[config.mk]
export PLATFORM = sky130hd
export DESIGN_NAME = clkdiv_multi
export DESIGN_NICKNAME = d
export VERILOG_FILES = /design/src/rtl/clkdiv_multi.sv
export SDC_FILE = /design/constraint.sdc
export NUM_CORES = 1
export LEC_CHECK = 0
export CAP_MARGIN = 20
export CORE_UTILIZATION = 55
export CTS_CLUSTER_DIAMETER = 30
export DETAILED_ROUTE_END_ITERATION = 16
export HOLD_SLACK_MARGIN = 0.03
export PLACE_DENSITY_LB_ADDON = 0.08
export SETUP_SLACK_MARGIN = 0.1
export SYNTH_ARGS = -nofsm -noshare
export SYNTH_HDL_FRONTEND = slang
export SYNTH_SLANG_ARGS = --single-unit
[constraint.sdc]
create_clock -name clk -period 2.3 [get_ports clk]
set_input_delay 0.46 -clock clk [delete_from_list [all_inputs] [get_ports clk]]
set_output_delay 0.46 -clock clk [all_outputs]
set_load 0.03 [all_outputs]
[src/rtl/clkdiv_multi.sv]
// clkdiv_multi: multi-channel programmable clock-enable generator (optional CLKDIV_SYNC_EN phase-restart input)
module clkdiv_multi #(
  parameter int CHANNELS    = 4,
  parameter int DIV_W       = 8,
  parameter int DEFAULT_DIV = 2,
  parameter int CH_W        = (CHANNELS > 1) ? $clog2(CHANNELS) : 1
) (
  input  logic                clk,
  input  logic                rst,
  input  logic                cfg_we,
  input  logic [CH_W-1:0]     cfg_ch,
  input  logic [DIV_W-1:0]    cfg_div,
`ifdef CLKDIV_SYNC_EN
  input  logic                sync,
`endif
  output logic [CHANNELS-1:0] clk_out,
  output logic [CHANNELS-1:0] tick,
  output logic [CHANNELS-1:0] pending
);
  logic sync_w;
`ifdef CLKDIV_SYNC_EN
  assign sync_w = sync;
`else
  assign sync_w = 1'b0;
`endif
  for (genvar g = 0; g < CHANNELS; g++) begin : g_ch
    logic [DIV_W-1:0] div_q, div_d, pend_q, pend_d, cnt_q, cnt_d;
    logic             pv_q, pv_d, co_q, co_d, tk_q, tk_d, hit, wrap, bound;
    // Out-of-range channel numbers never match any g, so they are ignored.
    assign hit   = cfg_we && (cfg_ch == CH_W'(g));
    assign wrap  = (div_q <= DIV_W'(1)) || (cnt_q == div_q - 1'b1);
    assign bound = sync_w || wrap;
    always_comb begin
      div_d  = (bound && (hit || pv_q)) ? (hit ? cfg_div : pend_q) : div_q;
      pend_d = hit ? cfg_div : pend_q;
      pv_d   = !bound && (hit || pv_q);
      cnt_d  = bound ? '0 : cnt_q + 1'b1;
      co_d   = !sync_w && ((div_q == DIV_W'(1)) || (cnt_q < (div_q >> 1)));
      tk_d   = !sync_w && (div_q != '0) && wrap;
    end
    always_ff @(posedge clk) begin
      if (rst) begin
        div_q  <= DIV_W'(DEFAULT_DIV);
        pend_q <= '0;
        cnt_q  <= '0;
        pv_q   <= 1'b0;
        co_q   <= 1'b0;
        tk_q   <= 1'b0;
      end else begin
        div_q  <= div_d;
        pend_q <= pend_d;
        cnt_q  <= cnt_d;
        pv_q   <= pv_d;
        co_q   <= co_d;
        tk_q   <= tk_d;
      end
    end
    assign clk_out[g] = co_q;
    assign tick[g]    = tk_q;
    assign pending[g] = pv_q;
  end
endmodule

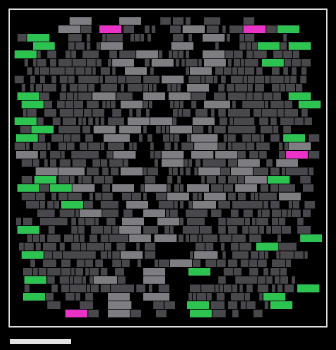
Fig. 1. Sequential cells colored by netlist name (run 1).
The bar under the picture is 20 um long. Other sequential cells in the stronger gray, the rest of the logic in the fainter gray.
Key: g_ch.co_q = magenta [placed flops 4, where widely spread]; g_ch.cnt_q = green [placed flops 32, where widely spread]

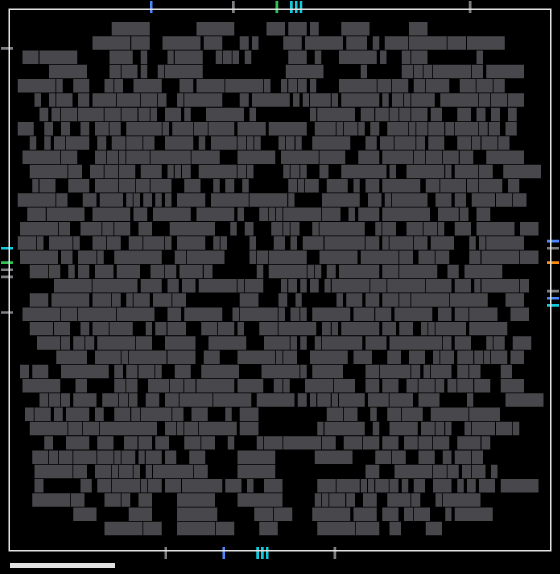
Fig. 2. Pin placement (run 1).
The bar under the picture is 20 um long. Pins as bars across the die edge, other pins in gray.
Key: rst = orange [pins 1, direction input, edge east]; tick = blue [pins 4, direction output, edge 2 east, 1 south, 1 north]; cfg_div = cyan [pins 8, direction input, edge 3 south, 3 north, 1 west, 1 east]; cfg_ch = green [pins 2, direction input, edge 1 north, 1 west]

==> summary.txt, run 1 <==
yosys + openroad results -> fin crit period ~2.4 ns, ys flop type dfxtp_1, failing checks setup timing, Final setup viols 12, H-tree levels 3, Max Buffers Root-to-Sink 2, Layout Utilization 71.3%, simple-gate portion of the synthesized area 20.4%, initial antenna violation count 0, final wirelength ~13000 um, Post-synth seq share ~39%, dpl hpwl between 9000 and 10000 um, Log Warnings 33, post-synth cell types about 61, most frequent cell after synthesis dfxtp_1, # IOs 25, logic area ~3500 sq um, status complete, but fails checks, share of flip-flops with an asynchronous set or reset 0%, final setup margin -0.118 ns, Final Hold Vio Count 0, R2R depth 7, Gate Count Post-Synth between 600 and 700
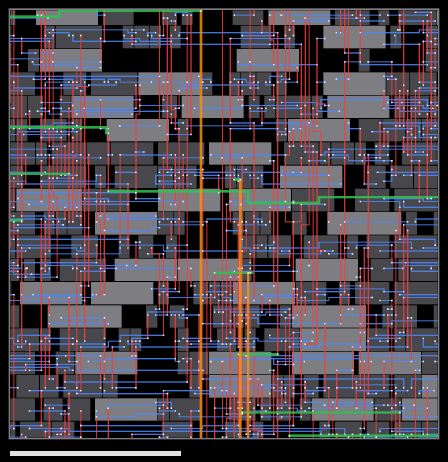
Fig. 3. Close-up of the layout (run 1).
The bar under the picture is 20 um long. Region (26, 47) to (76, 97) um. Cells in gray, sequential cells in the stronger gray; small squares are vias.
Key: M2 = red; M3 = green; M4 = orange; M1 = blue
207 logic cells have their middle in the window. Netlist names of flops here include g_ch.pend_q (19), g_ch.div_q (16). Sequential cells in the window: 36. Most frequent: nand2_1 (39), dfxtp_1 (31).

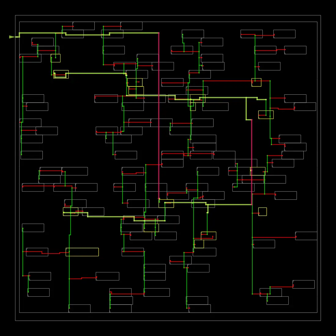
Fig. 4. Clock wiring as the flow saved it (run 1).
skew final: 0.0136 ns
Num CTS Buffers: 9
clk latency late pin: 0.38 ns
CLK BUF: 10
clock-net power: 0.00121 W

-- run 1: state kept, by name (all words and copies together) (netlist names) --
name	flops
g_ch.cnt_q	32
g_ch.co_q	4
g_ch.div_q	32
g_ch.pend_q	32
g_ch.pv_q	4
g_ch.tk_q	4
-- run 1: per-layer routing --
metal,vias up,share of wire (%)
met3,32,4.0
met5,-,0
met4,0,2.9
li1,2335,-
met2,114,49
met1,2229,44
-- run 1: repair_timing --
action                                  CTS  global route
gates resized                            58            45
pin swaps                                20            26
gates cloned                              0             1
endpoints found under the setup margin   57            66
buffers inserted                          4             5
hold buffers                              0             0
-- run 1: report_power, final --
| part | leakage [nW] | total (W) | switching, W | internal, W |
|---|---|---|---|---|
| sequential | 0.880 | 0.00223 | 0.000169 | 0.00206 |
| clock | 0.104 | 0.00121 | 0.000663 | 0.000543 |
| combinational | 1.81 | 0.00242 | 0.00117 | 0.00124 |
| total | 2.79 | 0.00585 | 0.00201 | 0.00385 |
-- run 1: placed cells by master (no fill, tap or decap), types with 5 or more instances in the layout --
cell,n
a21o_1,10
o21ai_0,8
dfxtp_4,5
a22o_1,12
dfxtp_1,97
nor3_1,13
ha_1,32
mux2i_1,12
mux2_4,9
xor2_1,30
dfxtp_2,6
buf_6,6
a21oi_1,31
nor2_4,5
nor4_1,10
o211ai_1,5
nand2b_1,6
clkbuf_8,10
buf_4,55
nand3_1,26
clkdlybuf4s50_1,23
xnor2_1,29
nand2_1,54
nor2_1,57
and3_1,17
nor2_2,7
mux2_2,7
inv_1,28
-- run 1: worst paths after layout --
| path | from | end |
|---|---|---|
| setup / recovery | g_ch[1].div_q[0]$_SDFFE_PP0P_ | g_ch[1].div_q[0]$_SDFFE_PP0P_ |
| hold / removal | g_ch[2].pend_q[1]$_SDFF_PP0_ | g_ch[2].pend_q[1]$_SDFF_PP0_ |
| setup reg to reg | g_ch[1].div_q[0]$_SDFFE_PP0P_ | g_ch[1].div_q[0]$_SDFFE_PP0P_ |
| hold reg to reg | g_ch[2].pend_q[1]$_SDFF_PP0_ | g_ch[2].pend_q[1]$_SDFF_PP0_ |
-- run 1: worst max-delay path, cell delays in order (launching register included) --
cell and delay, ns:
dfxtp_2 0.34, or4_4 0.53, or3_4 0.35, a2111oi_4 0.31, o311ai_2 0.16, and2_4 0.22
nor2_8 0.12, mux2_4 0.29
-- run 1: logic make-up after synthesis --
logic type / Yosys count
mux: 28
flops: 108
compound gates: 103
buf+inv: 65
simple gates: 235
xor+xnor: 59
fa+ha+maj: 36
-- run 1: cell type report --
cell class	instances	area share (%)
tap	133	2.38
clock buffer	10	1.97
inverter	33	1.88
timing repair buffer	90	11.7
multi-input combinational	461	49.9
sequential	108	31.3
clock inverter	6	0.984
-- run 1: metrics by stage --
| stage | hold WS, ns | std cells | setup slack [ns] | area (sq um) |
|---|---|---|---|---|
| after floorplan | 0.435 | 634 | -0.183 | 5620 |
| final | 0.467 | 841 | -0.118 | 7000 |
| after CTS | 0.463 | 835 | -0.103 | 6760 |
| after global placement | 0.443 | 815 | -0.0645 | 6290 |
| after detailed placement | 0.451 | 815 | -0.154 | 6290 |
| after global routing | 0.486 | 841 | -0.194 | 7000 |
==> run 1 -> run 2 <==
--- a/config.mk
+++ b/config.mk
@@ -5,11 +5,11 @@
 export SDC_FILE = /design/constraint.sdc
 export NUM_CORES = 1
 export LEC_CHECK = 0
-export CAP_MARGIN = 20
 export CORE_UTILIZATION = 55
 export CTS_CLUSTER_DIAMETER = 30
 export DETAILED_ROUTE_END_ITERATION = 16
 export HOLD_SLACK_MARGIN = 0.03
+export MAX_ROUTING_LAYER = met4
 export PLACE_DENSITY_LB_ADDON = 0.08
 export SETUP_SLACK_MARGIN = 0.1
 export SYNTH_ARGS = -nofsm -noshare
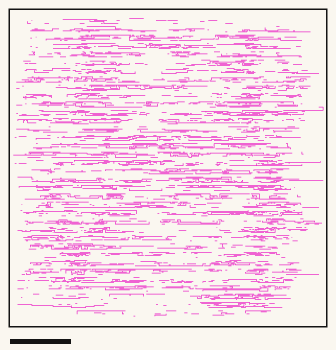
Fig. 5. The metal 1 layer (run 2).
The bar under the picture is 20 um long.
The longest straight run is 34.5 um. The wires run mostly horizontal. The layer carries 5850 um of wire. 704 nets have wire on it. The layer holds 46% of the routed length.

==> run 2 against run 1 <==
Net effect:
- the run still ends with setup timing left
- sequential share of layout area fell by 0.14 points
- sequential power barely moved
- register-to-register slack got worse by 0.02 ns
- total power fell by 2.3%
- largest cell class unchanged
- fmax fell by 0.63%
- critical endpoint unchanged
- first-iteration DRC count rose by 18%
- via count fell by 1.3%
- global-route usage rose by 0.26 points
- clock skew fell by 0.0031 ns
- core utilization rose by 0.11 points
- routed wire length fell by 4.1%
- die size did not move
==> summary.txt, run 2 <==
yosys + openroad results -> Gate Count Post-Synth about 630, Layout Nets about 750, Max Buffers Root-to-Sink 2, CTS Hold Buffers Added 0, share of flip-flops with an asynchronous set or reset 0%, die height 103 um, final setup margin -0.134 ns, Commonest Layout Cell dfxtp_1, final non-filler cell area between 7000 and 8000 sq um, DRC Markers 0, fin crit period approximately 2.4 ns, DP Area 6270 sq um, Post-synth seq share between 30% and 40%, Log Warnings 33, clk latency late pin approximately 0.39 ns, vias in the first global route about 4600, kind of end point of the critical path flop, Final Hold Vio Count 0, # IOs 25, post-synth cell types ~60, status complete, but fails checks, max-capacitance violation count 0, DP Worst Slack -0.124 ns, failing checks setup timing, Global Route Usage Sum roughly a quarter, Worst VDD drop between 0.5 and 0.6 mV, most frequent cell after synthesis dfxtp_1, Num CTS Buffers 9, Regs by FF count g_ch.cnt_q: 32 flops, g_ch.div_q: 32 flops, g_ch.pend_q: 32 flops, skew final around 0.010 ns, initial antenna violation count 0, H-tree levels 3, ys flop type dfxtp_1, Final setup viols 17, most frequently placed logic cells in the final layout dfxtp_1, buf_4, nor2_1, nand2_1, ha_1
run 2: cell counts after synthesis:
Identical to the previous run, type by type.
run 2: per-layer routing:
layer  track usage [%]  wire, um
met5                 -         0
met3              5.69       372
met1              30.3      5850
met2              46.8      6410
met4              7.15       178
run 2: path summary, 6_finish.rpt:
kind / start / endpoint / slack (ns) / depth (start not counted)
worst max-delay path: g_ch[1].div_q[0]$_SDFFE_PP0P_ / g_ch[1].div_q[0]$_SDFFE_PP0P_ / -0.13 / 7
worst min-delay path: g_ch[3].pend_q[2]$_SDFF_PP0_ / g_ch[3].pend_q[2]$_SDFF_PP0_ / 0.47 / 2
worst max register to register: g_ch[1].div_q[0]$_SDFFE_PP0P_ / g_ch[1].div_q[0]$_SDFFE_PP0P_ / -0.13 / 7
worst min register to register: g_ch[3].pend_q[2]$_SDFF_PP0_ / g_ch[3].pend_q[2]$_SDFF_PP0_ / 0.47 / 2
run 2: area by class of cell:
type,count,area [sq um]
multi-input combinational,461,3500
fill,772,2810
sequential,108,2180
timing repair buffer,92,810
tap,133,166
inverter,33,129
clock buffer,9,124
clock inverter,7,95.1
run 2: logic make-up after synthesis:
| logic type | Yosys count | synth area share [%] |
|---|---|---|
| buffers and inverters | 65 | 5.30 |
| AND/OR/NAND/NOR | 235 | 20.4 |
| AND-OR/OR-AND | 103 | 12.9 |
| adder cells (fa/ha/maj) | 36 | 8.05 |
| flip-flops | 108 | 38.7 |
| XOR/XNOR | 59 | 9.24 |
| multiplexers | 28 | 5.37 |
run 2: per-stage QoR:
step | utilization [%] | instances | hold WS [ns]
after floorplan | - | 634 | 0.435
after global placement | 63.9 | 813 | 0.443
after detailed placement | 63.9 | 813 | 0.451
after CTS | 69.3 | 840 | 0.470
after global routing | 71.4 | 843 | 0.496
final | 71.4 | 843 | 0.469
run 2: report_power, final:
part           internal [W]  leakage, nW  switching [W]
logic               0.00114         1.81        0.00109
clock network      0.000535        0.111       0.000710
registers           0.00206        0.879       0.000184
total               0.00373         2.80        0.00199
run 2: worst max-delay path, stage by stage, from the launching register on:
cell and delay, ns:
dfxtp_2 0.34, or4_4 0.53, or3_4 0.35, a2111oi_4 0.33, o311ai_2 0.18, and2_4 0.20
nor2_8 0.12, mux2_4 0.29
run 2: what timing repair did:
action	4_1_cts	5_1_grt
gates resized	54	47
setup endpoints to repair	60	66
setup buffers	11	3
pin swaps	17	31
==> run 2 -> run 3 <==
--- a/config.mk
+++ b/config.mk
@@ -5,9 +5,11 @@
 export SDC_FILE = /design/constraint.sdc
 export NUM_CORES = 1
 export LEC_CHECK = 0
-export CORE_UTILIZATION = 55
+export CAP_MARGIN = 30
+export CORE_UTILIZATION = 58
 export CTS_CLUSTER_DIAMETER = 30
 export DETAILED_ROUTE_END_ITERATION = 16
+export DONT_BUFFER_PORTS = 1
 export HOLD_SLACK_MARGIN = 0.03
 export MAX_ROUTING_LAYER = met4
 export PLACE_DENSITY_LB_ADDON = 0.08
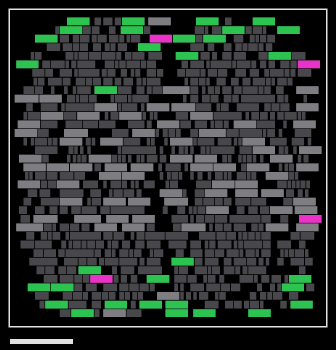
Fig. 6. Sequential cells colored by netlist name (run 3).
The bar under the picture is 20 um long. Other sequential cells in the stronger gray, the rest of the logic in the fainter gray.
Key: g_ch.cnt_q = green [placed flops 32, where widely spread]; g_ch.co_q = magenta [placed flops 4, where widely spread]
Another 72 sequential cells are not colored.

==> run 3 against run 2 <==
Net effect:
- the flow still finishes with violations (setup timing)
- die size decreased by 5.1%
- final cell count decreased by 3.4%
- critical path depth did not move
- non-clock buffer count is 25 lower
- synthesized cell count unchanged
- area after synthesis unchanged
- sequential cell count unchanged
- total power increased by 3.4%
- sequential power increased by 7%
- largest power group unchanged
==> summary.txt, run 3 <==
yosys + openroad results -> status complete, but fails checks, failing checks setup timing, Max Buffers Root-to-Sink 2, crit path from g_ch[1].div_q[0]$_SDFFE_PP0P_, DP Area roughly 6000 sq um, Num CTS Buffers 9, clk latency late pin around 0.37 ns, Worst VDD drop 0.575 mV, Critical-path top delay cell or4_4, Layout Nets approximately 730, Worst R2R End g_ch[1].div_q[0]$_SDFFE_PP0P_, most frequent cell after synthesis dfxtp_1, ys flop type dfxtp_1, kind of end point of the critical path flop, H-tree levels 3, most frequently placed logic cells in the final layout dfxtp_1, nor2_1, buf_4, dpl hpwl around 8800 um, final non-filler cell area approximately 6800 sq um, Regs by FF count g_ch.cnt_q: 32 flops, g_ch.div_q: 32 flops, g_ch.pend_q: 32 flops, Gate Count Post-Synth 634, final wirelength about 13000 um, share of flip-flops with an asynchronous set or reset 0%, post-synth cell types about 61, # IOs 25, Final setup viols 17, fillers roughly 690, crit-path max cell delay 0.53 ns, Commonest Layout Cell dfxtp_1, R2R depth 7, Post-synth seq share 38.7%, fin crit period about 2.5 ns, final setup margin -0.191 ns, vias in the first global route approximately 4600, die height approximately 100 um, DRC Markers 0, Final Hold Vio Count 0, worst reg2reg path startpoint g_ch[1].div_q[0]$_SDFFE_PP0P_, initial antenna violation count 0, Global Route Usage Sum ~28%, max-capacitance violation count 0
## run 3: cell families (layout without fill, tap and decap cells)
group | Yosys count | in the layout | synth area share [%]
flip-flops | 108 | 108 | 38.7
adder cells (fa/ha/maj) | 36 | 36 | 8.05
AND/OR/NAND/NOR | 235 | 235 | 20.4
multiplexers | 28 | 28 | 5.37
XOR/XNOR | 59 | 59 | 9.24
buffers and inverters | 65 | 116 | 5.30
AND-OR/OR-AND | 103 | 103 | 12.9
## run 3: worst min-delay path by stage
stage / start / end / cells past startpoint
finish: rst / g_ch[0].cnt_q[2]$_SDFF_PP0_ / 1
global route: rst / g_ch[0].cnt_q[1]$_SDFF_PP0_ / 1
CTS: rst / g_ch[0].cnt_q[0]$_SDFF_PP0_ / 1
detailed placement: g_ch[2].pend_q[5]$_SDFF_PP0_ / g_ch[2].pend_q[5]$_SDFF_PP0_ / 2
global placement: g_ch[2].pend_q[5]$_SDFF_PP0_ / g_ch[2].pend_q[5]$_SDFF_PP0_ / 2
floorplan: g_ch[3].pend_q[0]$_SDFF_PP0_ / g_ch[3].pend_q[0]$_SDFF_PP0_ / 2
## run 3: worst max-delay path: cells and delay by family (launching register included)
family | cells | cell delay (ns)
and+or+nand+nor | 4 | 1.22
DFF | 1 | 0.34
AOI/OAI and AO/OA | 2 | 0.54
muxes | 1 | 0.30
## run 3: layout make-up
type / count / area [sq um] / share of cell area [%]
Clock buffer: 11 / 151 / 2.21
Clock inverter: 5 / 106 / 1.55
Inverter: 33 / 129 / 1.88
Multi-Input combinational cell: 461 / 3530 / 51.6
Sequential cell: 108 / 2180 / 31.9
Tap cell: 129 / 161 / 2.36
Timing Repair Buffer: 67 / 579 / 8.46
## run 3: power by group
part	internal, W	switching (W)	leakage, nW
sequential	0.00206	0.000334	0.879
combinational	0.00111	0.000965	1.74
clock	0.000787	0.000658	0.126
total	0.00396	0.00196	2.74
## run 3: per-layer routing
layer,up-vias,track usage (%),part of all wire (%)
met5,-,-,0
met4,0,7.02,1.3
met3,17,5.85,5.0
met2,112,46.0,49
met1,2274,33.8,44
li1,2276,-,-
## run 3: per-stage QoR
step	std cells	utilization, %	TNS (ns)	setup WS [ns]	hold slack (ns)
floorplan	634	-	-0.210	-0.183	0.435
global placement	786	64.9	-1.41	-0.132	0.440
detailed placement	786	64.9	-3.62	-0.200	0.444
CTS	808	70.4	-0.803	-0.146	0.148
global route	814	73.7	-5.08	-0.272	0.117
finish	814	73.7	-2.35	-0.191	0.148
## run 3: what timing repair did
item	4_1_cts	5_1_grt
resized	48	60
setup buffers	6	5
gates cloned	0	1
pin swaps	12	29
setup endpoints to repair	61	69
Power figures rest on the tool's default switching activity, not on a simulated workload.
